## src/rtl/median_frame_ctrl.sv

```systemverilog
// -----------------------------------------------------------------------------
// median_frame_ctrl
//
// Sequencing controller for the 5x5 median line-buffer datapath. Follows the
// incoming video timing, generates the line-buffer address and write enable,
// measures the frame geometry and declares lock once it is stable, marks the
// pixels whose kernel window lies fully inside the image, and selects median
// or bypass per pixel using an enable that only changes at frame start.
//
// Ports
//   clk           pixel clock
//   rst           asynchronous reset, active low
//   rx_dv         data valid; lines are delimited by this signal
//   rx_hs         horizontal sync (only used as a polarity sanity check)
//   rx_vs         vertical sync; its edge into the active level starts a frame
//   cfg_en        median enable request, sampled at frame start
//   buf_addr      line-buffer address (equals x_cnt)
//   buf_we        line-buffer write enable
//   x_cnt         pixel index in the active line
//   y_cnt         active-line index in the frame
//   win_valid     window ending at (x_cnt, y_cnt) lies fully inside the image
//   use_median    select median output (else bypass)
//   locked        frame geometry has been stable for LOCK_FRAMES frames
//   frame_width   active width of the last frame (first line of that frame)
//   frame_height  active height of the last frame
//   err_overflow  a line of the current frame exceeded 2^ADDR_W pixels
//
// All outputs are registered: they describe the inputs of the previous cycle.
// -----------------------------------------------------------------------------
module median_frame_ctrl #(
    parameter int ADDR_W        = 11,
    parameter int Y_W           = 11,
    parameter int KERNEL        = 5,
    parameter int LOCK_FRAMES   = 2,
    parameter bit SYNC_ACT_HIGH = 1'b1
) (
    input  logic              clk,
    input  logic              rst,
    input  logic              rx_dv,
    input  logic              rx_hs,
    input  logic              rx_vs,
    input  logic              cfg_en,
    output logic [ADDR_W-1:0] buf_addr,
    output logic              buf_we,
    output logic [ADDR_W-1:0] x_cnt,
    output logic [Y_W-1:0]    y_cnt,
    output logic              win_valid,
    output logic              use_median,
    output logic              locked,
    output logic [ADDR_W:0]   frame_width,
    output logic [Y_W-1:0]    frame_height,
    output logic              err_overflow
);

    localparam int                R      = KERNEL / 2;
    localparam logic [ADDR_W-1:0] X_MAX  = '1;
    localparam logic [Y_W-1:0]    Y_MAX  = '1;
    localparam logic [ADDR_W-1:0] X_WIN  = ADDR_W'(2 * R);
    localparam logic [Y_W-1:0]    Y_WIN  = Y_W'(2 * R);
    localparam logic [3:0]        LOCK_N = 4'(LOCK_FRAMES);

    typedef enum logic [1:0] {
        WAIT_FRAME,
        BLANK,
        LINE
    } state_t;

    state_t            state_q, state_d;
    logic              vs_act_q;
    logic [ADDR_W:0]   first_w_q, first_w_d;
    logic              mism_q, mism_d;
    logic              shadow_q, shadow_d;
    logic [3:0]        stable_q, stable_d;

    logic [ADDR_W-1:0] x_d;
    logic [Y_W-1:0]    y_d;
    logic              we_d, win_d, use_d, locked_d, err_d;
    logic [ADDR_W:0]   fw_d;
    logic [Y_W-1:0]    fh_d;

    logic              vs_act, hs_act, vs_edge, geom_ok;
    logic [ADDR_W:0]   line_len;

    assign vs_act   = SYNC_ACT_HIGH ? rx_vs : ~rx_vs;
    assign hs_act   = SYNC_ACT_HIGH ? rx_hs : ~rx_hs;
    assign vs_edge  = vs_act & ~vs_act_q;
    // x_cnt holds the index of the last pixel, so the line length is one more.
    // A saturated line therefore reports 2^ADDR_W.
    assign line_len = {1'b0, x_cnt} + (ADDR_W + 1)'(1);
    assign geom_ok  = (first_w_q != '0) && (y_cnt != '0) &&
                      (first_w_q == frame_width) && (y_cnt == frame_height) &&
                      !mism_q && !err_overflow;
    assign buf_addr = x_cnt;

    always_comb begin
        // NOTE: every variable driven here gets a default first, so no path
        // through the block leaves one unassigned and no latch is inferred.
        state_d   = state_q;
        x_d       = x_cnt;
        y_d       = y_cnt;
        first_w_d = first_w_q;
        mism_d    = mism_q;
        shadow_d  = shadow_q;
        stable_d  = stable_q;
        err_d     = err_overflow;
        fw_d      = frame_width;
        fh_d      = frame_height;
        we_d      = 1'b0;

        if (vs_edge) begin
            // Close the running frame (unless still waiting for the first one),
            // then open the next. A pixel arriving in this very cycle already
            // belongs to the new frame.
            if (state_q != WAIT_FRAME) begin
                fw_d     = first_w_q;
                fh_d     = y_cnt;
                stable_d = geom_ok ? ((stable_q == LOCK_N) ? stable_q : stable_q + 4'd1)
                                   : 4'd0;
            end
            x_d       = '0;
            y_d       = '0;
            first_w_d = '0;
            mism_d    = 1'b0;
            err_d     = 1'b0;
            shadow_d  = cfg_en;
            if ((state_q != WAIT_FRAME) && rx_dv) begin
                state_d = LINE;
                we_d    = 1'b1;
            end else begin
                state_d = BLANK;
            end
        end else begin
            unique case (state_q)
                WAIT_FRAME: ;
                BLANK: begin
                    if (rx_dv) begin
                        state_d = LINE;
                        x_d     = '0;
                        we_d    = 1'b1;
                    end
                end
                LINE: begin
                    if (rx_dv) begin
                        // Past the last address the pixel is dropped and x holds.
                        if (x_cnt == X_MAX) begin
                            err_d = 1'b1;
                        end else begin
                            x_d  = x_cnt + ADDR_W'(1);
                            we_d = 1'b1;
                        end
                    end else begin
                        state_d = BLANK;
                        y_d     = (y_cnt == Y_MAX) ? y_cnt : y_cnt + Y_W'(1);
                        if (y_cnt == '0) begin
                            first_w_d = line_len;
                        end else if (line_len != first_w_q) begin
                            mism_d = 1'b1;
                        end
                    end
                end
                default: state_d = WAIT_FRAME;
            endcase
        end

        // hs looking active while pixels flow means the sync polarity setting is
        // wrong; treat that frame as unstable so it never contributes to lock.
        if (hs_act && rx_dv && (state_d == LINE)) begin
            mism_d = 1'b1;
        end

        win_d    = we_d && (x_d >= X_WIN) && (y_d >= Y_WIN);
        locked_d = (stable_d == LOCK_N);
        use_d    = win_d && locked_d && shadow_d;
    end

    // NOTE: sequential state uses non-blocking assignments so every register
    // samples the pre-edge values, independent of statement order.
    always_ff @(posedge clk or negedge rst) begin
        if (!rst) begin
            state_q      <= WAIT_FRAME;
            vs_act_q     <= 1'b0;
            first_w_q    <= '0;
            mism_q       <= 1'b0;
            shadow_q     <= 1'b0;
            stable_q     <= '0;
            x_cnt        <= '0;
            y_cnt        <= '0;
            buf_we       <= 1'b0;
            win_valid    <= 1'b0;
            use_median   <= 1'b0;
            locked       <= 1'b0;
            frame_width  <= '0;
            frame_height <= '0;
            err_overflow <= 1'b0;
        end else begin
            state_q      <= state_d;
            vs_act_q     <= vs_act;
            first_w_q    <= first_w_d;
            mism_q       <= mism_d;
            shadow_q     <= shadow_d;
            stable_q     <= stable_d;
            x_cnt        <= x_d;
            y_cnt        <= y_d;
            buf_we       <= we_d;
            win_valid    <= win_d;
            use_median   <= use_d;
            locked       <= locked_d;
            frame_width  <= fw_d;
            frame_height <= fh_d;
            err_overflow <= err_d;
        end
    end

endmodule

```

## config.mk

```make
export PLATFORM = sky130hd
export DESIGN_NAME = median_frame_ctrl
export DESIGN_NICKNAME = d
export VERILOG_FILES = /design/src/rtl/median_frame_ctrl.sv
export SDC_FILE = /design/constraint.sdc
export NUM_CORES = 1
export LEC_CHECK = 0
export ABC_AREA = 0
export CORE_ASPECT_RATIO = 1.25
export CORE_MARGIN = 5
export CORE_UTILIZATION = 49
export CTS_CLUSTER_DIAMETER = 60
export DETAILED_ROUTE_END_ITERATION = 12
export PLACE_DENSITY_LB_ADDON = 0.25
export SLEW_MARGIN = 5
export SYNTH_ARGS = -nofsm -noshare
export SYNTH_HDL_FRONTEND = slang
export SYNTH_SLANG_ARGS = --single-unit
```

## constraint.sdc

```tcl
create_clock -name clk -period 2.2 [get_ports clk]
set_input_delay 0.44 -clock clk [delete_from_list [all_inputs] [get_ports clk]]
set_output_delay 0.44 -clock clk [all_outputs]
set_load 0.1 [all_outputs]
```

==> results_slide.txt <==
Physical Implementation Snapshot

Clock network
  • H-tree depth: 3
  • Max Root-Sink Buffers: 2
  • CTS resizes: 32
  • Clock Root Buffer: clkbuf_8
  • Setup Fix Bufs, Post-CTS: 1

Layout
  • Final Util: 0.6848
  • Post-route design area: 5893 sq um
  • Seq cells: 71
  • Share of layout cells above drive strength 1: 0.4056
  • Max-area cell class: multi-input combinational cells
  • Final #Nets: 619
  • Clock buffers: 11
  • Area Growth Syn to Fin: 38.57%

Synthesis
  • Synth warn: 0
  • Commonest cells post-synth: 93 x nand2_1, 71 x dfrtp_1, 32 x xor2_1
  • Yosys stat chip area: 4253 sq um
  • Count of library flops with an enable pin: 0
  • Async S/R FF share, synth: 1.000
  • Xor/xnor share: 0.09473
  • Synth top area share: 0.4178
  • Register bit count reported by yosys: 71
  • Syn_area_per_cell: 8.879 sq um

Pwr
  • Combinational group power: 3.28 mW
  • Seq group: 1.81 mW

STA
  • Setup TNS: -12.58 ps
  • Final setup viols: 1
  • Final slew viol count: 0
  • Tightest Pin Transition: 469.7 ps
  • Min Hold Slack: 10.66 ps
  • Worst setup margin: -12.58 ps
  • Crit path time final: 2213 ps

Routing
  • Pre-Repair DR Iteration Count: 4
  • DRT iter0 DRCs: 250
  • Drt drc: 0

Min path
  • Hold WC Path Type: in -> async

Global routing
  • Largest net degree at the start of global routing: 36
  • GR Layer Usage met3: 0.03550
  • Initial antenna violation count: 0
  • Global-route wire length before repair: 21020 um

Placement
  • Routability Congestion: 0.9672

Setup path
  • Crit start category: flop
  • Setup CP Type: reg -> reg

Status
  • Violated checks: negative setup slack
  • Status: finished with violations
worst paths after layout:
path	from	end	slack (ps)	depth (start not counted)
hold reg to reg	shadow_q	shadow_q	480	2
setup / recovery	y_cnt[9]	use_median	-10	7
min in group clk	shadow_q	shadow_q	480	2
setup reg to reg	y_cnt[9]	use_median	-10	7
hold / removal	rst	buf_we	10	1
max in group asynchronous	rst	buf_addr[6]	1600	2
flip-flops by register name, indices dropped and copies added, names as in the netlist, 2 cells and up:
name / count
frame_height: 11
buf_addr: 11
stable_q: 4
y_cnt: 11
first_w_q: 12
frame_width: 12
state_q: 2
layer usage:
metal,wire (um),vias up
met5,0,-
met4,323,0
met2,6811,133
li1,-,1899
met3,631,29
met1,5082,2004
**Zoomed window**

Window x 60 to 80, y 76 to 96 um. Cells in gray, sequential cells in the stronger gray; small squares are vias.
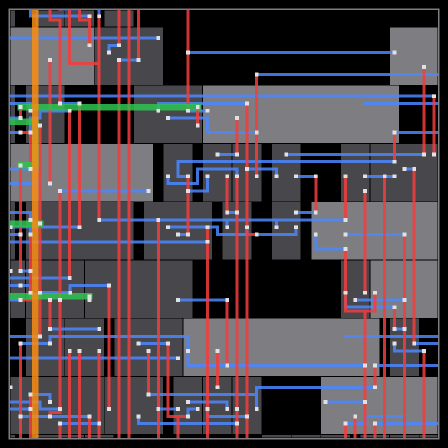
[met4] orange
[met2] red
[met3] green
[met1] blue
netlist names of flops here include: frame_height (3)
cells with their middle in the window: 31
sequential cells in the window: 5
most frequent: nand2_1 (12), xor2_1 (5), dfrtp_1 (5)

**Nets reached from selected ports**

Scale: 3 px per um.
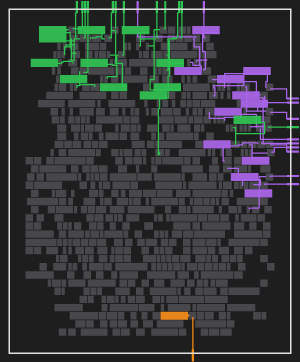
[frame_width] green | bits: 12 | direction: output | end cells: 12 | wire: 365 um
[frame_height] purple | bits: 11 | direction: output | end cells: 11 | wire: 358 um
[buf_we] orange | bits: 1 | direction: output | end cells: 1 | wire: 12.2 um
I/O Buffers: 66
I/O pins: 67

**Signal wires by layer**

Scale: 4 px per um. Only two layers are drawn.
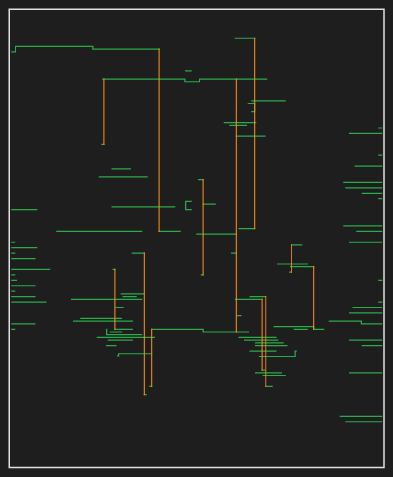
[met4] orange | wire length: 324 um
[met3] green | wire length: 632 um
Routed WL per cell: 17.62 um
Tot GR Track Use: 0.2535
DR vias: 4065
WL final: 12850 um

No activity file was given, so power comes from the tool's default toggle rates.
